**src/rtl/traffic_light_monitor.sv**
```systemverilog
// Receive-side checker for the traffic-light controller pins: rebuilds the
// controller phase from lamp/segment samples and raises sticky violation flags.
module traffic_light_monitor #(
    parameter int unsigned T_RED         = 9,
    parameter int unsigned T_RED_YELLOW  = 3,
    parameter int unsigned T_GREEN       = 9,
    parameter int unsigned T_GREEN_BLINK = 5,
    parameter int unsigned T_YELLOW      = 3
) (
    input  logic       clk,
    input  logic       rst,
    input  logic       lamp_r,
    input  logic       lamp_y,
    input  logic       lamp_g,
    input  logic [6:0] seg,
    input  logic       clr_err,
    output logic [2:0] phase,
    output logic [3:0] digit,
    output logic       seg_valid,
    output logic [4:0] err_flags,
    output logic       err_irq,
    output logic [7:0] cycles
);

    typedef enum logic [2:0] {
        PH_IDLE   = 3'd0,
        PH_RED    = 3'd1,
        PH_RY     = 3'd2,
        PH_GREEN  = 3'd3,
        PH_GB     = 3'd4,
        PH_YELLOW = 3'd5,
        PH_UNSYNC = 3'd7
    } phase_t;

    phase_t     phase_r, next_phase_s, adv_phase_s;
    logic [3:0] idx_r, next_idx_s;
    logic       first_red_r, next_first_red_s;
    logic       resync_r, next_resync_s;
    logic       dur_flag_r, next_dur_flag_s;
    logic       prev_blink_r;
    logic       is_r_s, is_ry_s, is_g_s, is_y_s, is_dark_s, illegal_s;
    logic       hold_s, adv_s, seq_err_s, changed_s, timed_s;
    logic       exit_err_s, stay_err_s, blink_err_s, disp_err_s, dig_chk_s;
    logic [4:0] t_cur_s, new_err_s, dec_s;
    logic [7:0] exp_digit_s;

    // Returns {valid, digit} for a segment pattern (bit0 = a ... bit6 = g).
    function automatic logic [4:0] seg_decode(input logic [6:0] s);
        case (s)
            7'b0111111: return {1'b1, 4'd0};
            7'b0000110: return {1'b1, 4'd1};
            7'b1011011: return {1'b1, 4'd2};
            7'b1001111: return {1'b1, 4'd3};
            7'b1100110: return {1'b1, 4'd4};
            7'b1101101: return {1'b1, 4'd5};
            7'b1111101: return {1'b1, 4'd6};
            7'b0000111: return {1'b1, 4'd7};
            7'b1111111: return {1'b1, 4'd8};
            7'b1101111: return {1'b1, 4'd9};
            default:    return {1'b0, 4'd0};
        endcase
    endfunction

    assign phase = phase_r;

    // Phase reconstruction and all per-sample protocol checks.
    always_comb begin
        is_r_s    = lamp_r & ~lamp_y & ~lamp_g;
        is_ry_s   = lamp_r &  lamp_y & ~lamp_g;
        is_g_s    = ~lamp_r & ~lamp_y & lamp_g;
        is_y_s    = ~lamp_r &  lamp_y & ~lamp_g;
        is_dark_s = ~lamp_r & ~lamp_y & ~lamp_g;
        illegal_s = lamp_g & (lamp_r | lamp_y);

        hold_s      = 1'b0;
        adv_s       = 1'b0;
        adv_phase_s = PH_UNSYNC;
        t_cur_s     = 5'd0;
        case (phase_r)
            PH_IDLE:   begin hold_s = is_y_s | is_dark_s; adv_s = is_r_s;  adv_phase_s = PH_RED; end
            PH_RED:    begin hold_s = is_r_s;  adv_s = is_ry_s;   adv_phase_s = PH_RY;     t_cur_s = 5'(T_RED); end
            PH_RY:     begin hold_s = is_ry_s; adv_s = is_g_s;    adv_phase_s = PH_GREEN;  t_cur_s = 5'(T_RED_YELLOW); end
            PH_GREEN:  begin hold_s = is_g_s;  adv_s = is_dark_s; adv_phase_s = PH_GB;     t_cur_s = 5'(T_GREEN); end
            PH_GB:     begin hold_s = is_g_s | is_dark_s; adv_s = is_y_s; adv_phase_s = PH_YELLOW; t_cur_s = 5'(T_GREEN_BLINK); end
            PH_YELLOW: begin hold_s = is_y_s;  adv_s = is_r_s;    adv_phase_s = PH_RED;    t_cur_s = 5'(T_YELLOW); end
            PH_UNSYNC: begin
                hold_s = is_dark_s;
                adv_s  = is_r_s | is_ry_s | is_g_s | is_y_s;
                if (is_r_s)       adv_phase_s = PH_RED;
                else if (is_ry_s) adv_phase_s = PH_RY;
                else if (is_g_s)  adv_phase_s = PH_GREEN;
                else              adv_phase_s = PH_YELLOW;
            end
            default:   begin hold_s = 1'b0; adv_s = 1'b1; adv_phase_s = PH_UNSYNC; end
        endcase

        seq_err_s = 1'b0;
        if (illegal_s) begin
            next_phase_s = PH_UNSYNC;
        end else if (hold_s) begin
            next_phase_s = phase_r;
        end else if (adv_s) begin
            next_phase_s = adv_phase_s;
        end else begin
            next_phase_s = PH_UNSYNC;
            seq_err_s    = 1'b1;
        end

        changed_s = (next_phase_s != phase_r);
        timed_s   = (phase_r != PH_IDLE) && (phase_r != PH_UNSYNC) && !resync_r && !dur_flag_r;
        if (changed_s)            next_idx_s = 4'd0;
        else if (idx_r == 4'd15)  next_idx_s = 4'd15;
        else                      next_idx_s = idx_r + 4'd1;

        // The first RED after reset may be short: the controller's counter carries over.
        exit_err_s = 1'b0;
        stay_err_s = 1'b0;
        if (timed_s && !illegal_s && !hold_s && adv_s) begin
            if (first_red_r && (phase_r == PH_RED)) exit_err_s = ({1'b0, idx_r} > t_cur_s);
            else                                    exit_err_s = ({1'b0, idx_r} != t_cur_s);
        end else if (timed_s && !changed_s) begin
            stay_err_s = ({1'b0, next_idx_s} > t_cur_s);
        end else begin
            stay_err_s = 1'b0;
        end

        next_dur_flag_s  = changed_s ? 1'b0 : (dur_flag_r | stay_err_s);
        next_first_red_s = (changed_s && (phase_r == PH_RED)) ? 1'b0 : first_red_r;
        next_resync_s    = changed_s ? (phase_r == PH_UNSYNC) : resync_r;

        if (next_phase_s == PH_IDLE)    blink_err_s = (lamp_y == prev_blink_r);
        else if (next_phase_s == PH_GB) blink_err_s = changed_s ? lamp_g : (lamp_g == prev_blink_r);
        else                            blink_err_s = 1'b0;

        dec_s       = seg_decode(seg);
        dig_chk_s   = (next_phase_s != PH_UNSYNC) && !next_resync_s &&
                      !((next_phase_s == PH_RED) && next_first_red_s);
        exp_digit_s = (next_phase_s == PH_RED) ? (8'(T_RED) - {4'd0, next_idx_s}) : 8'd0;
        disp_err_s  = !dec_s[4] || (dig_chk_s && (exp_digit_s != {4'd0, dec_s[3:0]}));

        new_err_s = {disp_err_s, blink_err_s, exit_err_s | stay_err_s, seq_err_s, illegal_s};
    end

    // State and registered outputs.
    always_ff @(posedge clk or posedge rst) begin
        if (rst) begin
            phase_r      <= PH_IDLE;
            idx_r        <= 4'd0;
            first_red_r  <= 1'b1;
            resync_r     <= 1'b0;
            dur_flag_r   <= 1'b0;
            prev_blink_r <= 1'b1;
            digit        <= 4'd0;
            seg_valid    <= 1'b0;
            err_flags    <= 5'd0;
            err_irq      <= 1'b0;
            cycles       <= 8'd0;
        end else begin
            phase_r      <= next_phase_s;
            idx_r        <= next_idx_s;
            first_red_r  <= next_first_red_s;
            resync_r     <= next_resync_s;
            dur_flag_r   <= next_dur_flag_s;
            prev_blink_r <= (next_phase_s == PH_IDLE) ? lamp_y : lamp_g;
            if (dec_s[4]) digit <= dec_s[3:0];
            else          digit <= digit;
            seg_valid    <= dec_s[4];
            err_flags    <= (clr_err ? 5'd0 : err_flags) | new_err_s;
            err_irq      <= |new_err_s;
            if ((phase_r == PH_YELLOW) && (next_phase_s == PH_RED)) cycles <= cycles + 8'd1;
            else                                                     cycles <= cycles;
        end
    end

endmodule

```
**config.mk**
```make
export PLATFORM = sky130hd
export DESIGN_NAME = traffic_light_monitor
export DESIGN_NICKNAME = d
export VERILOG_FILES = /design/src/rtl/traffic_light_monitor.sv
export SDC_FILE = /design/constraint.sdc
export NUM_CORES = 1
export LEC_CHECK = 0
export CAP_MARGIN = 20
export CELL_PAD_IN_SITES_DETAIL_PLACEMENT = 2
export CELL_PAD_IN_SITES_GLOBAL_PLACEMENT = 2
export CORE_UTILIZATION = 30
export CTS_CLUSTER_DIAMETER = 50
export DETAILED_ROUTE_END_ITERATION = 6
export GPL_ROUTABILITY_DRIVEN = 0
export PLACE_DENSITY_LB_ADDON = 0.1
export SYNTH_ARGS = -nofsm -noshare
export SYNTH_HDL_FRONTEND = slang
export SYNTH_SLANG_ARGS = --single-unit
```
**constraint.sdc**
```tcl
create_clock -name clk -period 3.55 [get_ports clk]
set_input_delay 0.8875 -clock clk [delete_from_list [all_inputs] [get_ports clk]]
set_output_delay 0.8875 -clock clk [all_outputs]
set_load 0.03 [all_outputs]
```
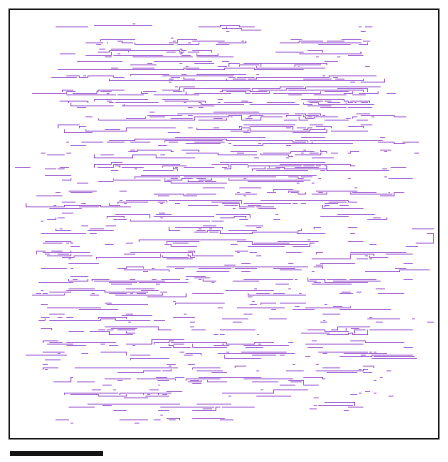
Figure 1: M1 wires.
Scale bar: 20 microns.
longest straight run	54.7 microns
wire length on this layer	3950 microns
share of all routed wire	46%
Global Route met1 Usage: 28.0%
DR vias: 2485
final wirelength: 8560 microns

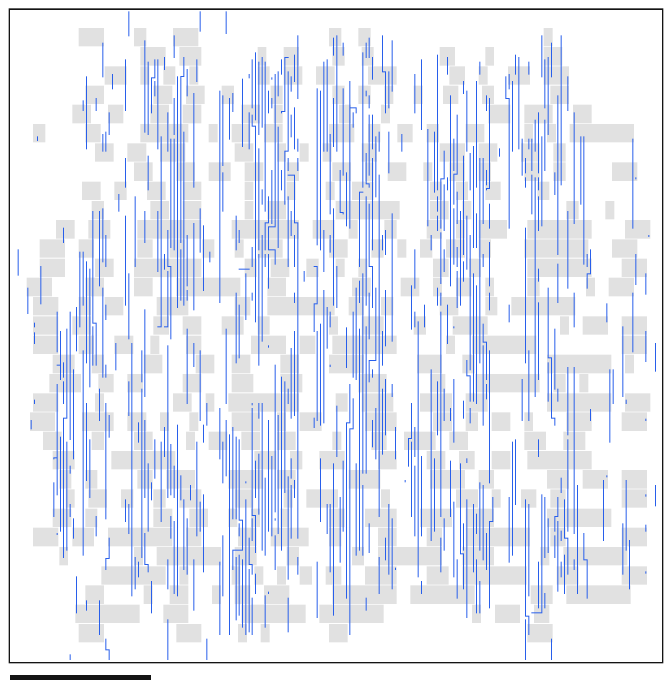
Figure 2: metal 2.
Scale bar: 20 microns.
nets with wire on the layer	349
wire length on this layer	4290 microns
global-route track usage on met2: 37.4%

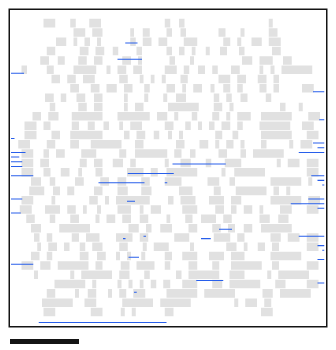
Figure 3: signal wires on met3.
Scale bar: 20 microns.
main direction	horizontal
wire length on this layer	191 microns
nets with wire on the layer	34
longest straight run	37.0 microns
share of all routed wire	2.2%
met3 Use GR: 2.90%

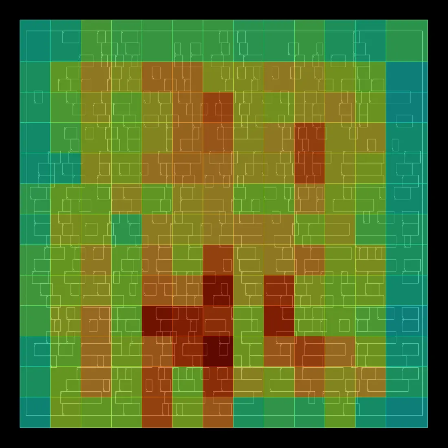
Figure 4: routing congestion.
gr busiest metal: met2
fin util: 42.2%
Total GRT Usage: 21.6%

==> results.json <==
{
  "p_per_area_nw_per_um2": 413,
  "cts-root-buf": "clkbuf_8",
  "hpwl_microns": 6930,
  "worst_slew_margin_rel_pct": 57.8,
  "clk_path_buf_depth": 2,
  "worst_slew_pin_slew_ns": 0.633,
  "ant_nets": 0,
  "core_sq_um": 7810,
  "clk_latency_ns": 0.28,
  "path_class": "input pin to flip-flop",
  "crit_required_ns": 3.69,
  "drv_cap": 0,
  "nets": 389,
  "synthTopLogicFamily": "simple AND/OR/NAND/NOR gates",
  "min_period_ns": 3.38,
  "io_buffers": 34,
  "fin_worst_skew_ns": 0.00300,
  "ys_sh_simple_pct": 25.7,
  "cp_slowest_cell": "ha_1",
  "rr_worst_depth": 15,
  "adder_share_pct": 6.45,
  "cp-end-kind": "flip-flop",
  "finalPower_mw": 1.36,
  "ys_seq_share_pct": 30.8,
  "dpl_cell_area_sq_um": 3190,
  "cp_top_family": "AND-OR/OR-AND gates",
  "final_cell_mix": "buf_4 (49), clkdlybuf4s50_1 (31), nand2_1 (28), dfrtp_1 (28), o21ai_0 (22)",
  "mux_area_share_pct": 3.02,
  "ys_sh_aoi_pct": 23.8,
  "dr.pass1.iters": 4,
  "hold_end": "digit[0]",
  "dieWidth_microns": 92.2,
  "antenna_found_initial": 0,
  "hp-start": "digit[0]",
  "path_clk_slew_ns": 0.06,
  "fin_ws_ns": 0.165,
  "wl_per_cell_microns": 18.3,
  "finalSetupViolCount": 0,
  "ioPinCount": 35,
  "grt_max_degree": 17,
  "synthArstFlopShare_pct": 100,
  "startpoint": "lamp_g",
  "grt_pass1_vias": 2725,
  "cp.depth": 16,
  "yosys.area_share.xor_xnor_pct": 4.30,
  "grt_pass1_wl_microns": 14300,
  "slew_violations": 0,
  "p_leak_nw": 1.43,
  "initCoreUtil_pct": 31.3,
  "synth-edff-count": 0,
  "r2r-end": "err_irq",
  "syn_to_final_growth_pct": 34.8,
  "cts_tree": "built",
  "clock-sinks": 30,
  "syn_area_sq_um": 2440,
  "dr_wl_met2_microns": 4290,
  "ir_drop_mv": 0.162,
  "cp-endpoint": "err_irq",
  "yosysChipArea_sq_um": 2440,
  "wirelength_met1_microns": 3950,
  "die-height_microns": 92.2,
  "warning_count": 26,
  "h-tree-depth": 2,
  "rr_startpoint": "phase[2]",
  "wl_met3_microns": 190,
  "finalHoldViolations": 0,
  "synth_cell_types": 66,
  "antenna_cells": 0,
  "drt_iter0_markers": 57,
  "critPathMaxStageDelay_ns": 0.31,
  "fmax_mhz": 295,
  "synthFlopType": "dfrtp_1",
  "numSynthFlops": 30,
  "status": "complete, no violations",
  "critical_path_peak_fanout": 4,
  "hold_ws_ns": 0.476,
  "cts_buffers": 5,
  "yosys_cells": 290,
  "cp.arrival_ns": 3.53,
  "syn_nets": 314,
  "mostFrequentLayoutCell": "buf_4",
  "dp.cells": 459,
  "post-route-period-util_pct": 95.3,
  "chipArea_sq_um": 8510,
  "cp_cell_sequence": "clkdlybuf4s15_1 > buf_4 > mux2i_1 > a32o_1 > o21bai_4 > nand2_2 > nand2_1 > buf_4 > inv_1 > ha_1 > nor2b_1 > o21a_1 > o21a_1 > o2111a_1 > a21oi_1 > o2111ai_1",
  "layoutNonFillerInstCount": 467,
  "avgSynthCellArea_sq_um": 8.42,
  "hold_depth": 1,
  "hp-class": "flip-flop to flip-flop",
  "grt-ovfl-total": 0,
  "syn_inst": 290,
  "yosysWarnings": 0,
  "highest_layer": "met4",
  "drive_gt1_share_pct": 22.5,
  "startpoint_type": "input pin",
  "tns_ns": 0,
  "r2r_slack_ns": 0.30,
  "finalInstanceArea_sq_um": 3290,
  "drc": 0,
  "crit_buf_inv": 4,
  "num_rows": 32,
  "routed_via_density": 5.32,
  "pre_cts_slack_ns": -0.582
}
-- sequential cells by signal, summed over array words and instances, names as in the netlist --
name	count
err_flags	5
phase	3
cycles	8
idx_r	4
first_red_r	1
digit	4
resync_r	1
prev_blink_r	1
dur_flag_r	1
seg_valid	1
err_irq	1
-- cell usage after synthesis, types with 5 or more instances --
cell / instances / area, sq um
a21oi_1: 15 / 75.1
nor2_1: 21 / 78.8
o21a_1: 6 / 45.0
nand2_1: 29 / 109
nand4_1: 6 / 37.5
nor3_1: 8 / 40.0
xnor2_1: 10 / 87.6
clkbuf_1: 6 / 22.5
nor2b_1: 10 / 62.6
inv_1: 16 / 60.1
a22oi_1: 6 / 45.0
o21ai_0: 22 / 110
a31oi_1: 5 / 31.3
dfrtp_1: 28 / 701
ha_1: 11 / 138
nand3_1: 6 / 30.0
-- what timing repair did --
| action | CTS | global route |
|---|---|---|
| hold endpoints to repair | 0 | 0 |
| pin swaps | 1 | 4 |
| hold buffers | 0 | 0 |
| resized | 5 | 7 |
| buffers inserted | 0 | 1 |
| endpoints found under the setup margin | 3 | 3 |
-- report_power, final --
part / internal [mW] / total (mW) / switching [mW]
clock network: 0.131 / 0.259 / 0.128
logic: 0.291 / 0.641 / 0.350
registers: 0.399 / 0.458 / 0.0591
total: 0.821 / 1.36 / 0.537
-- cell families after synthesis --
| logic type | after synthesis |
|---|---|
| xor gates and xnor gates | 12 |
| DFF | 30 |
| muxes | 7 |
| and+or+nand+nor | 114 |
| buffers and inverters | 32 |
| adders and majority gates | 13 |
| AOI/OAI and AO/OA | 82 |
-- final cells by class --
cell class              instances  area (sq um)
clock buffers                   5          68.8
clock inverters                 2          10.0
fillers                       887          4510
inverters                      17          63.8
multi-input cells             228          1570
flip-flops and latches         30           753
well taps                     102           128
repair buffers                 83           698
